### config.mk
export PLATFORM = sky130hd
export DESIGN_NAME = reg_writeback
export DESIGN_NICKNAME = d
export VERILOG_FILES = /design/src/rtl/reg_writeback.sv
export SDC_FILE = /design/constraint.sdc
export NUM_CORES = 1
export LEC_CHECK = 0
export CAP_MARGIN = 20
export CORE_MARGIN = 2
export CORE_UTILIZATION = 50
export DETAILED_ROUTE_END_ITERATION = 6
export PLACE_DENSITY_LB_ADDON = 0.3
export RECOVER_POWER = 50
export SLEW_MARGIN = 20
export SYNTH_ARGS = -nofsm -noshare
export SYNTH_HDL_FRONTEND = slang
export SYNTH_SLANG_ARGS = --single-unit
### constraint.sdc
create_clock -name clk -period 3.6 [get_ports clk]
set_input_delay 0.72 -clock clk [delete_from_list [all_inputs] [get_ports clk]]
set_output_delay 0.72 -clock clk [all_outputs]
set_load 0.01 [all_outputs]
### src/rtl/reg_writeback.sv
// Register-file write-back: arbitrates ALU results, a one-entry load skid buffer
// and in-order load responses onto the single write port, and tracks outstanding load destinations.
//
// Handshakes: a load issue is taken on a cycle where ld_issue && ld_issue_ready.
// A load response is taken on a cycle where ld_rsp_valid && ld_rsp_ready.
// ld_issue_ready depends on registered state only. ld_rsp_ready also depends on alu_valid.
// alu_valid is never stalled.
module reg_writeback #(
  parameter int XLEN      = 32,
  parameter int LDQ_DEPTH = 4
) (
  input  logic            clk,
  input  logic            rst_n,
  input  logic            alu_valid,
  input  logic [4:0]      alu_rd,
  input  logic [XLEN-1:0] alu_data,
  input  logic            ld_issue,
  input  logic [4:0]      ld_issue_rd,
  output logic            ld_issue_ready,
  input  logic            ld_rsp_valid,
  input  logic [XLEN-1:0] ld_rsp_data,
  output logic            ld_rsp_ready,
  output logic            RegWEn,
  output logic [4:0]      rd,
  output logic [XLEN-1:0] write_data,
  output logic [31:0]     pending,
  output logic            ld_rsp_err
);

  localparam int PW = $clog2(LDQ_DEPTH);

  // Tag FIFO of load destinations, pointers carry one extra wrap bit
  logic [4:0]      tag_q [LDQ_DEPTH];
  logic [PW:0]     wr_ptr_q, rd_ptr_q;
  logic [PW:0]     wr_ptr_d, rd_ptr_d;
  logic [PW:0]     fifo_count;
  logic            fifo_empty, fifo_full;
  logic [4:0]      head_rd;

  logic            skid_valid_q, skid_valid_d;
  logic [4:0]      skid_rd_q, skid_rd_d;
  logic [XLEN-1:0] skid_data_q, skid_data_d;

  logic            wen_q, wen_d;
  logic [4:0]      rd_q, rd_d;
  logic [XLEN-1:0] wdata_q, wdata_d;
  logic            err_q, err_d;

  logic            push, rsp_hs, rsp_acc, rsp_orphan;
  logic            skid_load, skid_drain;
  logic            win_valid;
  logic [4:0]      win_rd;
  logic [XLEN-1:0] win_data;
  logic [31:0]     pending_v;

  assign fifo_count = wr_ptr_q - rd_ptr_q;
  assign fifo_empty = (wr_ptr_q == rd_ptr_q);
  assign fifo_full  = (wr_ptr_q[PW] != rd_ptr_q[PW]) &&
                      (wr_ptr_q[PW-1:0] == rd_ptr_q[PW-1:0]);
  assign head_rd    = tag_q[rd_ptr_q[PW-1:0]];

  assign ld_issue_ready = !fifo_full;
  assign ld_rsp_ready   = !skid_valid_q || !alu_valid;

  assign push       = ld_issue && !fifo_full;
  assign rsp_hs     = ld_rsp_valid && ld_rsp_ready;
  assign rsp_acc    = rsp_hs && !fifo_empty;
  assign rsp_orphan = rsp_hs && fifo_empty;

  // An accepted response loses to the ALU or to an older skid entry.
  assign skid_load  = rsp_acc && (alu_valid || skid_valid_q);
  assign skid_drain = !alu_valid && skid_valid_q;

  assign wr_ptr_d = push    ? wr_ptr_q + 1'b1 : wr_ptr_q;
  assign rd_ptr_d = rsp_acc ? rd_ptr_q + 1'b1 : rd_ptr_q;
  assign err_d    = err_q | rsp_orphan;

  always_comb begin
    win_valid = 1'b0;
    win_rd    = '0;
    win_data  = '0;
    if (alu_valid) begin
      win_valid = 1'b1;
      win_rd    = alu_rd;
      win_data  = alu_data;
    end else if (skid_valid_q) begin
      win_valid = 1'b1;
      win_rd    = skid_rd_q;
      win_data  = skid_data_q;
    end else if (rsp_acc) begin
      win_valid = 1'b1;
      win_rd    = head_rd;
      win_data  = ld_rsp_data;
    end
  end

  always_comb begin
    skid_valid_d = skid_valid_q;
    skid_rd_d    = skid_rd_q;
    skid_data_d  = skid_data_q;
    if (skid_load) begin
      skid_valid_d = 1'b1;
      skid_rd_d    = head_rd;
      skid_data_d  = ld_rsp_data;
    end else if (skid_drain) begin
      skid_valid_d = 1'b0;
    end
  end

  // x0 winners still consume their slot but never assert the write enable.
  always_comb begin
    wen_d   = 1'b0;
    rd_d    = rd_q;
    wdata_d = wdata_q;
    if (win_valid) begin
      wen_d   = (win_rd != 5'd0);
      rd_d    = win_rd;
      wdata_d = win_data;
    end
  end

  always_comb begin
    logic [PW-1:0] offset;
    pending_v = '0;
    for (int i = 0; i < LDQ_DEPTH; i++) begin
      offset = PW'(i) - rd_ptr_q[PW-1:0];
      if ({1'b0, offset} < fifo_count) pending_v[tag_q[i]] = 1'b1;
    end
    if (skid_valid_q) pending_v[skid_rd_q] = 1'b1;
    pending_v[0] = 1'b0;
  end

  always_ff @(posedge clk or negedge rst_n) begin
    if (!rst_n) begin
      for (int i = 0; i < LDQ_DEPTH; i++) tag_q[i] <= '0;
      wr_ptr_q     <= '0;
      rd_ptr_q     <= '0;
      skid_valid_q <= 1'b0;
      skid_rd_q    <= '0;
      skid_data_q  <= '0;
      wen_q        <= 1'b0;
      rd_q         <= '0;
      wdata_q      <= '0;
      err_q        <= 1'b0;
    end else begin
      if (push) tag_q[wr_ptr_q[PW-1:0]] <= ld_issue_rd;
      wr_ptr_q     <= wr_ptr_d;
      rd_ptr_q     <= rd_ptr_d;
      skid_valid_q <= skid_valid_d;
      skid_rd_q    <= skid_rd_d;
      skid_data_q  <= skid_data_d;
      wen_q        <= wen_d;
      rd_q         <= rd_d;
      wdata_q      <= wdata_d;
      err_q        <= err_d;
    end
  end

  assign RegWEn     = wen_q;
  assign rd         = rd_q;
  assign write_data = wdata_q;
  assign pending    = pending_v;
  assign ld_rsp_err = err_q;

endmodule

run_1/clocks.png
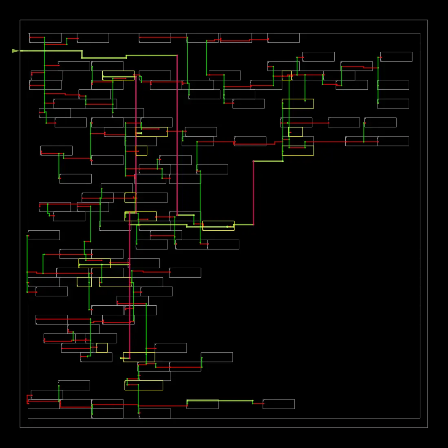
Num CTS Buffers: 9
clk_skew: 0.01224 ns
CLK BUF: 9
num sequential: 103
clk ins delay skew pair: 0.36 ns

run_1/io_fan.png
(3 px per µm)
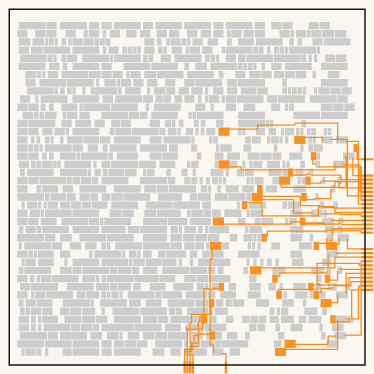
orange -> pending  # bits 32, direction output, edge 27 right, 5 bottom, end cells 32, buffers 31, wire 1010 µm

run_1/cell_density.png
(2 px per µm) The die is cut into 12 by 12 equal tiles; dark purple is low, yellow is high, 0 to 100% covered.
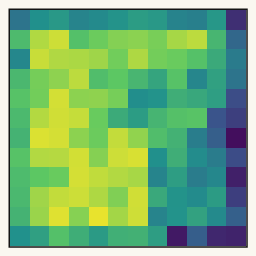
mean over tiles = 65%
densest ninth of the die = middle left
emptiest ninth of the die = lower right
fullest tile = 97%
tiles over 75% full = 40%

==> flow_summary.json, run 1 <==
{
  "ys_sh_aoi_pct": 13.98,
  "lay_top_cells": "dfrtp_1, clkdlybuf4s50_1, nand2_1, nor2_1, a21oi_1",
  "min_path_cells": 2,
  "run_status": "complete, but fails checks",
  "ys_cells": 685,
  "die_h_um": 118.1,
  "clk_pin_slew_ns": 0.07,
  "top_logic_kind": "simple AND/OR/NAND/NOR gates",
  "grt_util_met1_pct": 38.76,
  "reg2regPathDepth": 5,
  "worstHoldStart": "write_data[7]",
  "maxCapViolCount": 0,
  "p_leak_nw": 4.026,
  "hp-class": "reg -> reg",
  "timing.rr.start": "skid_valid_q",
  "fin_crit_ns": 3.756,
  "violations": "setup timing",
  "cts_max_path_buffers": 2,
  "track_usage_pct": 32.09,
  "global_route.usage.met2_pct": 54.44,
  "diodes": 0,
  "clkPwrFrac_pct": 10.1,
  "fin_nets": 949,
  "intPower_mw": 5.731,
  "crit_path_end_kind": "output port",
  "grt_pass1_vias": 6375,
  "ys_sh_simple_pct": 20.80,
  "relSlewSlack_pct": 4.061,
  "synth.distinct_cells": 50,
  "hpwl_um": 15910,
  "gp_congestion": 0.9908,
  "wl_um": 22690,
  "fp_nets": 777,
  "final_common_cell": "dfrtp_1",
  "path_class": "reg -> out",
  "vdd_ir_drop_max_mv": 0.7529,
  "cts_root_buffer": "clkbuf_16",
  "setup_ws_ns": -0.1555,
  "clock_sinks": 103,
  "grt_use_met3_pct": 6.105,
  "top_usage_layer": "met2",
  "ys_ff": 103,
  "synthFlopType": "dfrtp_1",
  "dr.first_iter.drc_count": 466,
  "grt_max_degree": 77,
  "worstPathRequired_ns": 2.88,
  "setup_viol": 31,
  "start_kind": "flop",
  "final_util_pct": 72.99,
  "route.antenna.remaining_nets": 0,
  "fp.coreArea_mm2": 0.01267,
  "syn_inst": 685,
  "grt_pass1_wl_um": 35030,
  "syn_to_final_growth_pct": 42.13,
  "cts_hold_buf": 0,
  "tightest_slew_ns": 1.439,
  "synth_area_mm2": 0.006507,
  "drt-pass1-iter-count": 4,
  "grt_overflow": 0,
  "critPathArrivalTime_ns": 3.04,
  "yosys_area_mm2": 0.006507,
  "yosys.stat.seqShare_pct": 39.61,
  "hold_viol_final": 0,
  "yosys_warnings": 0,
  "edf_count": 0,
  "syn_avg_cell_area_um2": 9.500,
  "reg2reg_setup_slack_ns": 0.73,
  "vias": 6219,
  "synthArstFlopShare_pct": 100.0,
  "hold-path-endpoint": "write_data[7]",
  "power_density_mw_per_mm2": 1113
}
==> run 1: through the flow <==
stage          hold slack (ns)  instances  TNS [ns]  area [µm²]
3_3_place_gp            0.4512        996    -2.183        8330
5_1_grt                 0.5069       1034    -6.057        9249
3_5_place_dp            0.4581        996    -3.340        8330
6_report                0.4786       1034    -3.194        9249
4_1_cts                 0.4397       1025    -2.706        8911
2_1_floorplan           0.4244        685         0        6507
==> run 1: state kept, by name, indices dropped and copies added (netlist names) <==
| signal | cells |
|---|---|
| RegWEn | 1 |
| ld_rsp_err | 1 |
| rd | 5 |
| rd_ptr_q | 3 |
| skid_data_q | 32 |
| skid_rd_q | 5 |
| skid_valid_q | 1 |
| tag_q | 20 |
| wr_ptr_q | 3 |
| write_data | 32 |
==> run 1: critical path, stage by stage, from the launching register on <==
cell and delay, ns:
dfrtp_1 0.39, inv_2 0.08, ha_4 0.13, inv_2 0.04, fa_2 0.56, clkinv_4 0.10, ha_4 0.23, nor2_2 0.09
o21a_4 0.18, buf_6 0.12, nor3_2 0.03, buf_4 0.18, buf_4 0.13, a22oi_1 0.18, nand3_1 0.10, buf_2 0.15
==> run 1: Yosys cell counts, types with 5 or more instances <==
cell	n	share of area, %
and3_1	6	0.58
o21ai_0	37	2.8
dfrtp_1	103	40
inv_1	11	0.63
o21a_4	5	1.2
nor3b_1	12	1.4
mux2_4	19	4.4
mux4_2	5	1.7
a22oi_1	34	3.9
nor3b_4	7	2.0
buf_2	10	0.77
clkbuf_1	30	1.7
mux2i_1	32	4.9
a21oi_1	61	4.7
nor2_1	73	4.2
nand3_1	32	2.5
ha_1	12	2.3
nand2_1	91	5.2
mux2_2	38	6.6
and3b_1	5	0.67
==> run 1: per-layer routing <==
layer,wire [µm],up-vias
met1,9022,3107
met5,0,-
met2,11280,270
met4,1057,0
met3,1326,76
li1,-,2766
==> run 1: worst max path at each step <==
stage	from	end	slack, ns	cells after the start
2_1_floorplan	wr_ptr_q[0]	pending[31]	0.40	11
3_3_place_gp	wr_ptr_q[0]	pending[25]	-0.12	13
3_5_place_dp	wr_ptr_q[0]	pending[1]	-0.14	13
4_1_cts	wr_ptr_q[0]	pending[12]	-0.13	14
5_1_grt	wr_ptr_q[0]	pending[20]	-0.25	15
6_report	wr_ptr_q[0]	pending[28]	-0.16	15
==> run 1: repair_timing <==
action | CTS | global route
buffers inserted | 13 | 12
setup endpoints to repair | 31 | 31
gates resized | 192 | 61
cloned | 0 | 0
pin swaps | 42 | 44
==> run 1: final cells by class <==
cell class,instances,area (µm²),share of cell area (%)
multi-input cells,524,4075,44.06
flip-flops and latches,103,2577,27.87
repair buffers,208,2023,21.87
well taps,172,215.2,2.327
clock inverters,7,86.33,0.9334
inverters,11,46.29,0.5005
clock buffers,9,225.2,2.435
==> run 1: power groups by stage <==
stage / combinational [mW] / sequential (mW) / clock (mW)
finish: 6.84 / 2.42 / 1.04
floorplan: 3.37 / 2.11 / 0
global placement: 5.41 / 2.32 / 0
global route: 7.22 / 2.48 / 1.10
detailed placement: 5.53 / 2.38 / 0
CTS: 6.12 / 2.37 / 1.04
run_1/logic_types.png
(4 px per µm)
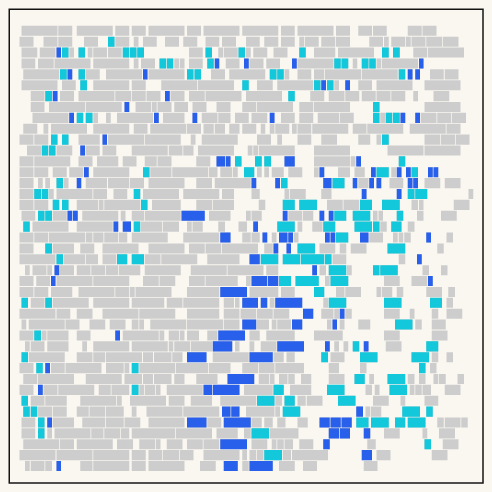

==> run 2, diff against run 1 <==
--- a/config.mk
+++ b/config.mk
@@ -11,6 +11,7 @@
 export DETAILED_ROUTE_END_ITERATION = 6
 export PLACE_DENSITY_LB_ADDON = 0.3
 export RECOVER_POWER = 50
+export SETUP_SLACK_MARGIN = 0.5
 export SLEW_MARGIN = 20
 export SYNTH_ARGS = -nofsm -noshare
 export SYNTH_HDL_FRONTEND = slang
run_2/logic_types.png
(4 px per µm)
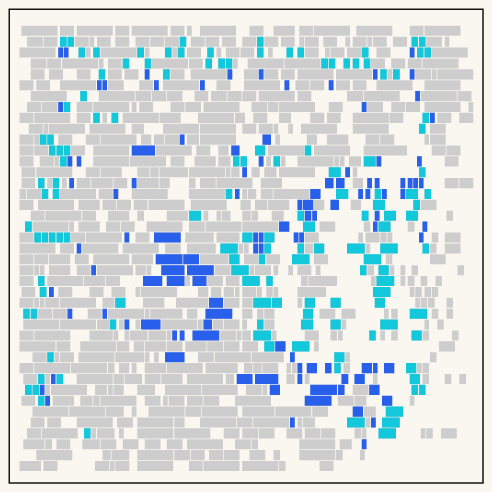
cyan -> aoi and oai cells  # cells 135, where widely spread
blue -> nor cells  # cells 111, where widely spread

==> run 2 against run 1 <==
Compared with the run above:
- the flow still finishes with violations (setup timing)
- fmax up 2.3%
- critical path type unchanged
- register-to-register slack worse by 0.04 ns
- critical path depth fell by 1
- non-clock buffer count shrank 17
==> flow_summary.json, run 2 <==
{
  "run_status": "complete, but fails checks",
  "violations": "setup timing",
  "lay_top_cells": "dfrtp_1, clkdlybuf4s50_1, nand2_1, nor2_1, a21oi_1",
  "worstPathCellList": "inv_2, ha_4, inv_2, fa_1, inv_2, ha_1, nor2b_4, o21a_4, nor3_4, buf_6, buf_12, a21oi_2, nand3_1, buf_2",
  "area_leaders": "dfrtp_1, mux2_2, nand2_1, mux2i_1, a21oi_1",
  "synthFlopType": "dfrtp_1",
  "crit_buf_inv": 6,
  "tightest_slew_ns": 1.391,
  "yosys-top-cells-count": "dfrtp_1, nand2_1, nor2_1, a21oi_1, mux2_2",
  "syn_avg_cell_area_um2": 9.500,
  "grt_pass1_vias": 5950,
  "syn_to_final_growth_pct": 36.63,
  "synthArstFlopShare_pct": 100.0,
  "critPathArrivalTime_ns": 2.95,
  "most_common_cell": "dfrtp_1",
  "die_h_um": 118.1,
  "syn_inst": 685,
  "diodes": 0,
  "timing.rr.start": "skid_valid_q",
  "ys_ff": 103,
  "setup_ws_ns": -0.07018,
  "fp.coreArea_mm2": 0.01267,
  "gp_congestion": 0.9246,
  "ys_cells": 685,
  "synth.distinct_cells": 50,
  "crit_start": "wr_ptr_q[0]",
  "setup_viol": 15,
  "path_class": "reg -> out",
  "track_usage_pct": 28.84,
  "fin_nets": 932,
  "yosys.stat.seqShare_pct": 39.61,
  "post-route-cell-area_mm2": 0.008891,
  "grt_overflow": 0,
  "vdd_ir_drop_max_mv": 0.7979,
  "worstHoldStart": "rd[3]",
  "cts_root_buffer": "clkbuf_16",
  "cp_top_family": "adder cells",
  "vias": 5888,
  "route.antenna.remaining_nets": 0,
  "edf_count": 0
}
## run 2: cell types whose count changed in the layout (fill, tap and decap cells not counted), sizes merged
cell / change
dlygate4sd3: -1
clkdlybuf4s50: +1
buf: -15
clkinvlp: -1
inv: -1
clkbuf: -1
clkinv: +1
## run 2: cell families after synthesis
| group | Yosys count | share of synthesized area, % |
|---|---|---|
| and+or+nand+nor | 261 | 20.80 |
| AOI/OAI and AO/OA | 148 | 13.98 |
| DFF | 103 | 39.61 |
| adders and majority gates | 13 | 2.615 |
| buffers and inverters | 58 | 4.018 |
| other | 1 | 0.05763 |
| muxes | 94 | 17.61 |
| xor gates and xnor gates | 7 | 1.308 |
## run 2: report_power, final
| group | switching [mW] | total (mW) | internal [mW] |
|---|---|---|---|
| Combinational | 3.01 | 6.07 | 3.06 |
| Clock | 0.469 | 1.02 | 0.551 |
| Sequential | 0.659 | 2.36 | 1.71 |
| Total | 4.14 | 9.45 | 5.32 |
## run 2: worst paths after layout
path / to / slack (ns) / cells after the start
max: pending[1] / -0.07 / 14
min: rd[3] / 0.47 / 1
max reg2reg: skid_data_q[19] / 0.69 / 5
min reg2reg: rd[3] / 0.47 / 1
max in group asynchronous: write_data[0] / 1.00 / 2
min in group asynchronous: tag_q[5] / 0.68 / 1
## run 2: worst reg2reg max path, stage by stage (launching register included)
cell	delay, ns
dfrtp_1	0.53
clkbuf_2	0.97
xor2_1	0.18
nand2_2	0.48
buf_12	0.27
mux2_2	0.36
## run 2: metal layers
| metal | global-route usage (%) | vias up | wire length, µm |
|---|---|---|---|
| met5 | 0 | - | 0 |
| met1 | 35.67 | 2863 | 8192 |
| met3 | 5.717 | 56 | 1166 |
| li1 | - | 2736 | - |
| met2 | 49.39 | 233 | 10090 |
| met4 | 11.45 | 0 | 746 |
## run 2: area by class of cell
class,instances,area [µm²]
flip-flops and latches,103,2577
clock inverters,6,77.57
fillers,966,3780
clock buffers,10,229.0
well taps,172,215.2
multi-input cells,524,3931
repair buffers,191,1819
inverters,11,41.29
## run 2: metrics by stage
| stage | hold WS [ns] | setup WS (ns) | TNS [ns] | std cells | power [mW] |
|---|---|---|---|---|---|
| 6_report | 0.4749 | -0.07018 | -0.5404 | 1017 | 9.454 |
| 5_1_grt | 0.4938 | -0.1880 | -3.557 | 1017 | 9.980 |
| 4_1_cts | 0.4386 | -0.06196 | -0.5283 | 1017 | 9.139 |
| 3_5_place_dp | 0.4653 | -0.06826 | -1.193 | 996 | 7.974 |
| 3_3_place_gp | 0.4529 | -0.03945 | -0.6060 | 996 | 7.811 |
| 2_1_floorplan | 0.4244 | 0.4806 | 0 | 685 | 5.573 |
## run 2: what timing repair did
action                                  in CTS  in global routing
pin swaps                                   32                 27
buffers inserted                             5                  0
resized                                    156                 39
endpoints found under the setup margin      31                 31
No activity file was given, so power comes from the tool's default toggle rates.
